Clock wiring as the flow saved it:
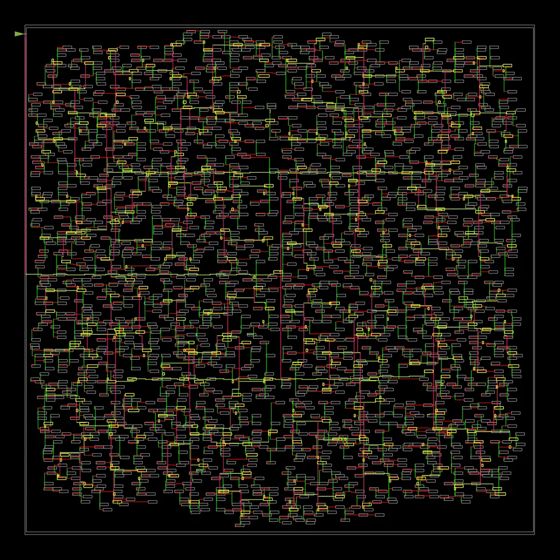
Port wiring:
Scale: 1 px per um.
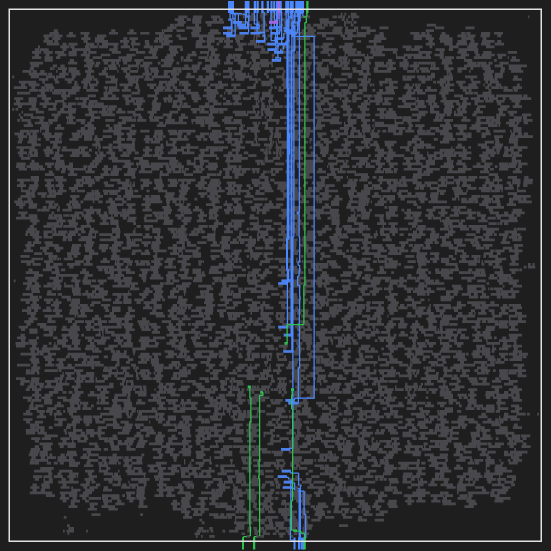
Layout detail:
Region (388, 388) to (408, 408) um. Cells in gray, sequential cells in the stronger gray; small squares are vias.
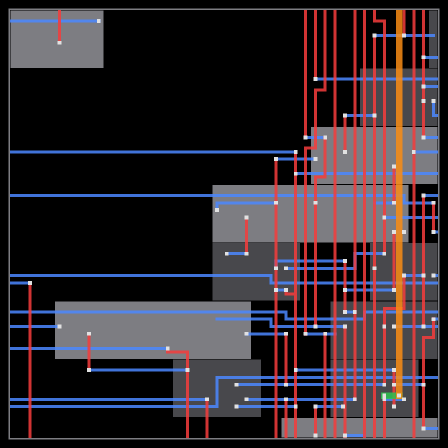
M2 wires:
Scale: 1 px per um. Cells faint in the background.
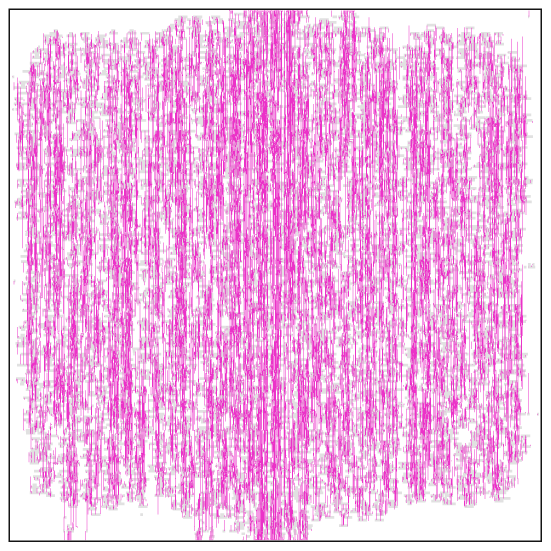
Wiring by layer:
Scale: 1 px per um. Two of the layers only.
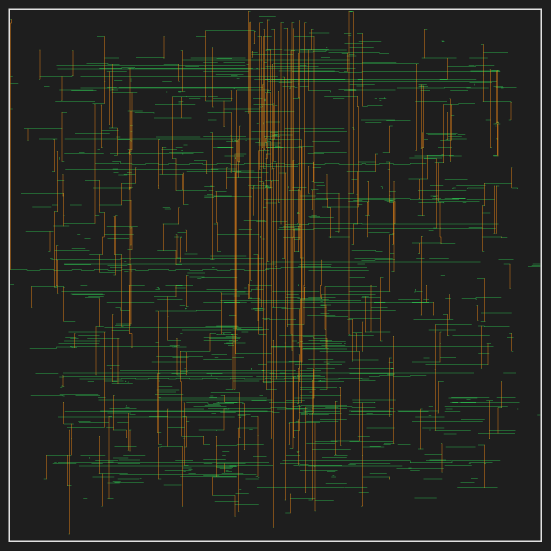
**config.mk**
```make
export PLATFORM = sky130hd
export DESIGN_NAME = boreal_ai_mailbox_nslot
export DESIGN_NICKNAME = d
export VERILOG_FILES = /design/src/rtl/boreal_mailbox_pkg.sv /design/src/rtl/boreal_mailbox_slot.sv /design/src/rtl/boreal_ai_mailbox_nslot.sv
export SDC_FILE = /design/constraint.sdc
export NUM_CORES = 2
export LEC_CHECK = 0
export CAP_MARGIN = 25
export CORE_MARGIN = 1
export CORE_UTILIZATION = 40
export CTS_BUF_LIST = sky130_fd_sc_hd__clkbuf_16
export CTS_CLUSTER_SIZE = 25
export DETAILED_ROUTE_END_ITERATION = 8
export PLACE_DENSITY_LB_ADDON = 0.08
export SLEW_MARGIN = 10
export SYNTH_ARGS = -nofsm -noshare
export SYNTH_HDL_FRONTEND = slang
export SYNTH_HIERARCHICAL = 1
export SYNTH_SLANG_ARGS = --single-unit
```
**constraint.sdc**
```tcl
create_clock -name clk -period 30.8 [get_ports clk]
set_input_delay 6.16 -clock clk [delete_from_list [all_inputs] [get_ports clk]]
set_output_delay 6.16 -clock clk [all_outputs]
set_load 0.02 [all_outputs]
```
**src/rtl/boreal_mailbox_pkg.sv**
```systemverilog
// Shared definitions for the N-slot AI mailbox: register map, slot state
// encoding, sequence-tag and overflow-counter widths.
package boreal_mailbox_pkg;

    localparam int unsigned SEQ_W = 8;
    localparam int unsigned OVF_W = 16;

    localparam logic [11:0] OFF_STATUS    = 12'h000;
    localparam logic [11:0] OFF_COMMIT    = 12'h004;
    localparam logic [11:0] OFF_SEQ_NEXT  = 12'h008;
    localparam logic [11:0] OFF_OVF_CNT   = 12'h00C;
    localparam logic [11:0] OFF_IRQ_MASK  = 12'h010;
    localparam logic [11:0] OFF_DATA_BASE = 12'h100;

    typedef enum logic [1:0] {
        SlotEmpty = 2'd0,
        SlotFill  = 2'd1,
        SlotReady = 2'd2
    } slot_state_e;

endpackage

```
**src/rtl/boreal_mailbox_slot.sv**
```systemverilog
// One mailbox slot: EMPTY/FILL/READY state, sequence tag and SLOT_WORDS of
// 32-bit storage with one MMIO read/write port and one VM read port.
module boreal_mailbox_slot
    import boreal_mailbox_pkg::*;
#(
    parameter int unsigned SLOT_WORDS = 16
) (
    input  logic                          clk,
    input  logic                          rst,
    input  logic                          data_we,
    input  logic [$clog2(SLOT_WORDS)-1:0] mmio_idx,
    input  logic [31:0]                   wdata,
    input  logic                          commit_req,
    input  logic                          vm_ack,
    input  logic [SEQ_W-1:0]              seq_in,
    input  logic [$clog2(SLOT_WORDS)-1:0] vm_idx,
    output logic                          ready,
    output logic                          data_drop,
    output logic                          commit_ok,
    output logic [SEQ_W-1:0]              tag,
    output logic [31:0]                   mmio_rdata,
    output logic [31:0]                   vm_rdata
);

    slot_state_e      state_q, state_d;
    logic [SEQ_W-1:0] tag_q;
    logic [31:0]      mem_q [SLOT_WORDS];
    logic             mem_we;

    // State and tag registers
    always_ff @(posedge clk or posedge rst) begin
        if (rst) begin
            state_q <= SlotEmpty;
            tag_q   <= '0;
        end else begin
            state_q <= state_d;
            if (commit_ok) begin
                tag_q <= seq_in;
            end
        end
    end

    // Next state; in READY a same-cycle ack wins and the commit is refused
    always_comb begin
        state_d   = state_q;
        data_drop = 1'b0;
        commit_ok = 1'b0;
        unique case (state_q)
            SlotEmpty: begin
                if (commit_req) begin
                    state_d   = SlotReady;
                    commit_ok = 1'b1;
                end else if (data_we) begin
                    state_d = SlotFill;
                end
            end
            SlotFill: begin
                if (commit_req) begin
                    state_d   = SlotReady;
                    commit_ok = 1'b1;
                end
            end
            SlotReady: begin
                data_drop = data_we;
                if (vm_ack) begin
                    state_d = SlotEmpty;
                end
            end
            default: state_d = SlotEmpty;
        endcase
    end

    assign mem_we = data_we && (state_q != SlotReady);

    // Slot storage; contents survive release so the VM can still read them
    always_ff @(posedge clk or posedge rst) begin
        if (rst) begin
            for (int i = 0; i < int'(SLOT_WORDS); i++) begin
                mem_q[i] <= '0;
            end
        end else if (mem_we) begin
            mem_q[mmio_idx] <= wdata;
        end
    end

    assign ready      = (state_q == SlotReady);
    assign tag        = tag_q;
    assign mmio_rdata = mem_q[mmio_idx];
    assign vm_rdata   = mem_q[vm_idx];

endmodule

```
**src/rtl/boreal_ai_mailbox_nslot.sv**
```systemverilog
// N-slot AI mailbox: MMIO producer side with STATUS/COMMIT/SEQ_NEXT/OVF_CNT/
// IRQ_MASK registers and slot data window at 0x100, VM consumer side with
// direct combinational reads and per-slot release pulses.
// Optional feature macro: BOREAL_AI_MAILBOX_IRQ_EN (registered masked irq).
module boreal_ai_mailbox_nslot
    import boreal_mailbox_pkg::*;
#(
    parameter int unsigned NUM_SLOTS  = 4,
    parameter int unsigned SLOT_WORDS = 16
) (
    input  logic                          clk,
    input  logic                          rst,
    input  logic                          sel,
    input  logic                          wr,
    input  logic [31:0]                   addr,
    input  logic [31:0]                   wdata,
    output logic [31:0]                   rdata,
    output logic                          ack,
    input  logic [$clog2(NUM_SLOTS)-1:0]  vm_rd_slot,
    input  logic [$clog2(SLOT_WORDS)-1:0] vm_rd_idx,
    output logic [31:0]                   vm_rd_data,
    output logic [NUM_SLOTS-1:0]          vm_slot_valid,
    input  logic [NUM_SLOTS-1:0]          vm_slot_ack,
    output logic [8*NUM_SLOTS-1:0]        vm_slot_seq,
    output logic                          irq
);

    localparam int unsigned SLOT_W = $clog2(NUM_SLOTS);
    localparam int unsigned WORD_W = $clog2(SLOT_WORDS);

    logic [11:0]        reg_off;
    logic [11:0]        data_off;
    logic [11:0]        data_slot_full;
    logic               is_data;
    logic [SLOT_W-1:0]  data_slot;
    logic [WORD_W-1:0]  data_word;
    logic               mmio_wr;
    logic               mmio_rd;
    logic               commit_wr;
    logic               commit_in_range;
    logic               ovf_event;
    logic               ovf_clear;
    logic [31:0]        rd_mux;

    logic [NUM_SLOTS-1:0] slot_we;
    logic [NUM_SLOTS-1:0] commit_req;
    logic [NUM_SLOTS-1:0] commit_ok;
    logic [NUM_SLOTS-1:0] slot_ready;
    logic [NUM_SLOTS-1:0] slot_drop;
    logic [NUM_SLOTS-1:0] irq_mask;
    logic [31:0]          mmio_word [NUM_SLOTS];
    logic [31:0]          vm_word   [NUM_SLOTS];

    logic                 ack_q;
    logic [31:0]          rdata_q;
    logic [SEQ_W-1:0]     seq_next_q;
    logic [OVF_W-1:0]     ovf_cnt_q;

    logic unused_addr;
    assign unused_addr = ^addr[31:12];

    assign reg_off         = addr[11:0];
    assign data_off        = reg_off - OFF_DATA_BASE;
    assign data_slot_full  = data_off >> (WORD_W + 2);
    assign is_data         = (reg_off >= OFF_DATA_BASE) && (data_slot_full < 12'(NUM_SLOTS));
    assign data_slot       = data_slot_full[SLOT_W-1:0];
    assign data_word       = data_off[WORD_W+1:2];
    assign mmio_wr         = sel && wr;
    assign mmio_rd         = sel && !wr;
    assign commit_wr       = mmio_wr && (reg_off == OFF_COMMIT);
    assign commit_in_range = (wdata < 32'(NUM_SLOTS));
    assign ovf_clear       = mmio_wr && (reg_off == OFF_OVF_CNT);
    // Dropped data write, or a commit that no slot accepted
    assign ovf_event       = (|slot_drop) || (commit_wr && !(|commit_ok));

    for (genvar g = 0; g < int'(NUM_SLOTS); g++) begin : g_slot
        assign slot_we[g]    = mmio_wr && is_data && (data_slot == SLOT_W'(g));
        assign commit_req[g] = commit_wr && commit_in_range && (wdata[SLOT_W-1:0] == SLOT_W'(g));

        boreal_mailbox_slot #(
            .SLOT_WORDS (SLOT_WORDS)
        ) u_slot (
            .clk        (clk),
            .rst        (rst),
            .data_we    (slot_we[g]),
            .mmio_idx   (data_word),
            .wdata      (wdata),
            .commit_req (commit_req[g]),
            .vm_ack     (vm_slot_ack[g]),
            .seq_in     (seq_next_q),
            .vm_idx     (vm_rd_idx),
            .ready      (slot_ready[g]),
            .data_drop  (slot_drop[g]),
            .commit_ok  (commit_ok[g]),
            .tag        (vm_slot_seq[8*g +: 8]),
            .mmio_rdata (mmio_word[g]),
            .vm_rdata   (vm_word[g])
        );
    end

    assign vm_slot_valid = slot_ready;

    // VM direct read mux; out-of-range slot reads return 0
    always_comb begin
        vm_rd_data = '0;
        for (int s = 0; s < int'(NUM_SLOTS); s++) begin
            if (vm_rd_slot == SLOT_W'(s)) begin
                vm_rd_data = vm_word[s];
            end
        end
    end

    // MMIO read mux; unmapped offsets read 0
    always_comb begin
        rd_mux = '0;
        if (is_data) begin
            for (int s = 0; s < int'(NUM_SLOTS); s++) begin
                if (data_slot == SLOT_W'(s)) begin
                    rd_mux = mmio_word[s];
                end
            end
        end else begin
            case (reg_off)
                OFF_STATUS:   rd_mux = 32'(slot_ready);
                OFF_SEQ_NEXT: rd_mux = 32'(seq_next_q);
                OFF_OVF_CNT:  rd_mux = 32'(ovf_cnt_q);
                OFF_IRQ_MASK: rd_mux = 32'(irq_mask);
                default:      rd_mux = '0;
            endcase
        end
    end

    // MMIO response, sequence counter and saturating overflow counter
    always_ff @(posedge clk or posedge rst) begin
        if (rst) begin
            ack_q      <= 1'b0;
            rdata_q    <= '0;
            seq_next_q <= '0;
            ovf_cnt_q  <= '0;
        end else begin
            ack_q   <= sel;
            rdata_q <= mmio_rd ? rd_mux : '0;
            if (|commit_ok) begin
                seq_next_q <= seq_next_q + 1'b1;
            end
            if (ovf_clear) begin
                ovf_cnt_q <= '0;
            end else if (ovf_event && (ovf_cnt_q != '1)) begin
                ovf_cnt_q <= ovf_cnt_q + 1'b1;
            end
        end
    end

    assign ack   = ack_q;
    assign rdata = rdata_q;

`ifdef BOREAL_AI_MAILBOX_IRQ_EN
    logic [NUM_SLOTS-1:0] irq_mask_q;
    logic                 irq_q;

    // Interrupt mask and registered level interrupt
    always_ff @(posedge clk or posedge rst) begin
        if (rst) begin
            irq_mask_q <= '0;
            irq_q      <= 1'b0;
        end else begin
            if (mmio_wr && (reg_off == OFF_IRQ_MASK)) begin
                irq_mask_q <= wdata[NUM_SLOTS-1:0];
            end
            irq_q <= |(slot_ready & irq_mask_q);
        end
    end

    assign irq_mask = irq_mask_q;
    assign irq      = irq_q;
`else
    assign irq_mask = '0;
    assign irq      = 1'b0;
`endif

endmodule

```
==> impl_metrics.env <==
# flow metrics
export IMPL_cts_tree="done"
export IMPL_cts_sinks=2145
export IMPL_cts_buffers=270
export IMPL_power_total_uw=6215
export IMPL_hpwlAfterDp_mm=229.5
export IMPL_pg_clk_uw=2960
export IMPL_rsz0062_at_grt="no"
export IMPL_synthCells=7145
export IMPL_syn_area_mm2=0.1117
export IMPL_slowest_delay_ns=0.79
export IMPL_yosys_area_top_type_share_pct=48.04
export IMPL_vias=68373
export IMPL_routedWlPerCell_um=34.55
export IMPL_ff_type="dfrtp_1"
export IMPL_grt_max_degree=167
export IMPL_lay_top_count="dfrtp_1"
export IMPL_area_leaders="dfrtp_1 48%, mux4_2 22%, mux2_2 21%, a22oi_1 3.5%, buf_2 1.4%"
export IMPL_max_slew_margin_pct=25.78
export IMPL_status="completed"
export IMPL_multiInputGateArea_mm2=0.05547
export IMPL_buffers=388
export IMPL_hold_viol=0
export IMPL_buffer_area_share_pct=2.746
export IMPL_synth_flops=2145
export IMPL_startpoint="vm_rd_idx[0]"
export IMPL_vias_per_cell=6.213
export IMPL_synth_edff_count=0
export IMPL_tightest_slew_ns=1.113
export IMPL_die_w_um=530.5
export IMPL_combPwrFrac_pct=6.4
export IMPL_grt_pass1_vias=71223
export IMPL_post_route_period_util_pct=59.94
export IMPL_core_util_floorplan_pct=40.31
export IMPL_r2r_end="ovf_cnt_q[1]$_DFFE_PP0P_"
export IMPL_drt_pass1_iter_count=7
export IMPL_dieArea_mm2=0.2815
export IMPL_syn_nets=7225
export IMPL_clock_cell_area_share_pct=6.444
export IMPL_p_seq_uw=2860
export IMPL_fin_crit_ns=18.46
export IMPL_cts_setup_buffers=0
export IMPL_p_switching_uw=1547
export IMPL_largest_area_cell="dfrtp_1"
export IMPL_pwr_share_clk_pct=47.7
export IMPL_area_delta_synth_final_pct=12.24
export IMPL_maxCapViolCount=0
export IMPL_largest_class="multi-input combinational cells"
export IMPL_crit_fanout=86
export IMPL_cp_required_ns=24.64
export IMPL_worstSetupPathType="in2out"
export IMPL_clock_path_buffers=4
export IMPL_final_max_slew_violation_count=0
export IMPL_drt_iter0_markers=5581
export IMPL_clock_skew_ns=0.04422
export IMPL_mostFrequentLayoutCells="2145 x dfrtp_1, 2061 x mux2_2, 1088 x mux4_2, 524 x a22oi_1, 278 x clkbuf_16"
export IMPL_nWellTaps=3705
export IMPL_warnings=77
export IMPL_p_seq_share_pct=45.9
export IMPL_hold_class="reg2reg"
export IMPL_slowest_stage="buf_4"
export IMPL_placed_area_mm2=0.1171
export IMPL_postSynthSeqShare_pct=48.04
export IMPL_powerDensity_mw_per_mm2=49.56
export IMPL_clk_pin_slew_worst_paths_ns=0.06
export IMPL_fill_cells=24620
Notes on 'clock wiring as the flow saved it' above:
CLK BUF: 278
seq_cells: 2145
Skew-Pair Late Insertion Delay: 0.85 ns

Notes on 'port wiring' above:
Key: blue = `rdata` [bits 32, direction output, end cells 32, buffers 32, wire 3730 um]; green = `vm_slot_ack` [bits 4, direction input, end cells 4, buffers 4, wire 839 um]; purple = `ack` [bits 1, direction output, end cells 1, buffers 1, wire 12.3 um]
IO Pins: 180
port buffer count: 158

Notes on 'layout detail' above:
Key: blue = met1; green = met3; red = met2; orange = met4
Netlist names of flops here include `g_slot.u_slot/mem_q` (3). 8 logic cells have their middle in the window. Most frequent: mux2_2 (4), dfrtp_1 (3), mux4_2 (1). Sequential cells in the window: 3.

Notes on 'M2 wires' above:
The layer holds 48% of the routed length. The wires run mostly vertical. The longest straight run is 194 um.

Notes on 'wiring by layer' above:
Key: green = met3 [wire length 22.9 mm]; orange = met4 [wire length 17700 um]

-- metrics by stage --
step	hold WS, ns	worst slack (ns)	std cells
2_1_floorplan	0.4545	10.06	7145
3_3_place_gp	0.4703	12.20	10518
3_5_place_dp	0.4823	12.23	10520
4_1_cts	0.4816	12.22	10983
5_1_grt	0.5015	11.88	10999
6_report	0.4880	12.34	11004
-- cells in the mapped netlist, types with 9 or more instances --
library cell	count
buf_4	21
nand4_1	12
buf_2	305
nor2b_1	37
nor3_1	16
and2_1	15
mux2_1	28
or4_1	9
nor2_1	72
mux4_2	1088
nor3_2	12
a22oi_1	524
nand2_1	291
nor4_1	10
a21oi_1	12
buf_1	74
inv_1	13
mux2_2	2061
clkbuf_1	306
nand2b_1	11
dfrtp_1	2145
-- cell families after synthesis --
| family | Yosys count | share of synthesized area [%] |
|---|---|---|
| buffers and inverters | 721 | 2.842 |
| DFF | 2145 | 48.04 |
| other | 1 | 0.003356 |
| adders and majority gates | 2 | 0.02239 |
| muxes | 3178 | 42.99 |
| and+or+nand+nor | 529 | 2.294 |
| AOI/OAI and AO/OA | 562 | 3.756 |
| xor gates and xnor gates | 7 | 0.05487 |
-- state kept, by name, summed over array words and instances (netlist names) --
| signal | count |
|---|---|
| seq_next_q | 8 |
| g_slot.u_slot/state_q | 8 |
| g_slot.u_slot/tag | 32 |
| ovf_cnt_q | 16 |
| rdata | 32 |
| ack | 1 |
| g_slot.u_slot/mem_q | 2048 |
-- metal layers --
layer,track usage (%),routed length (um)
met2,43.98,182900
met3,4.801,22930
met1,36.37,156600
met4,11.34,17740
met5,0,0
-- worst max-delay path, delay by kind of cell --
| family | cells | cell delay (ns) |
|---|---|---|
| mux | 2 | 1.22 |
| simple gates | 1 | 0.30 |
| buf+inv | 6 | 3.97 |
| compound gates | 1 | 0.27 |
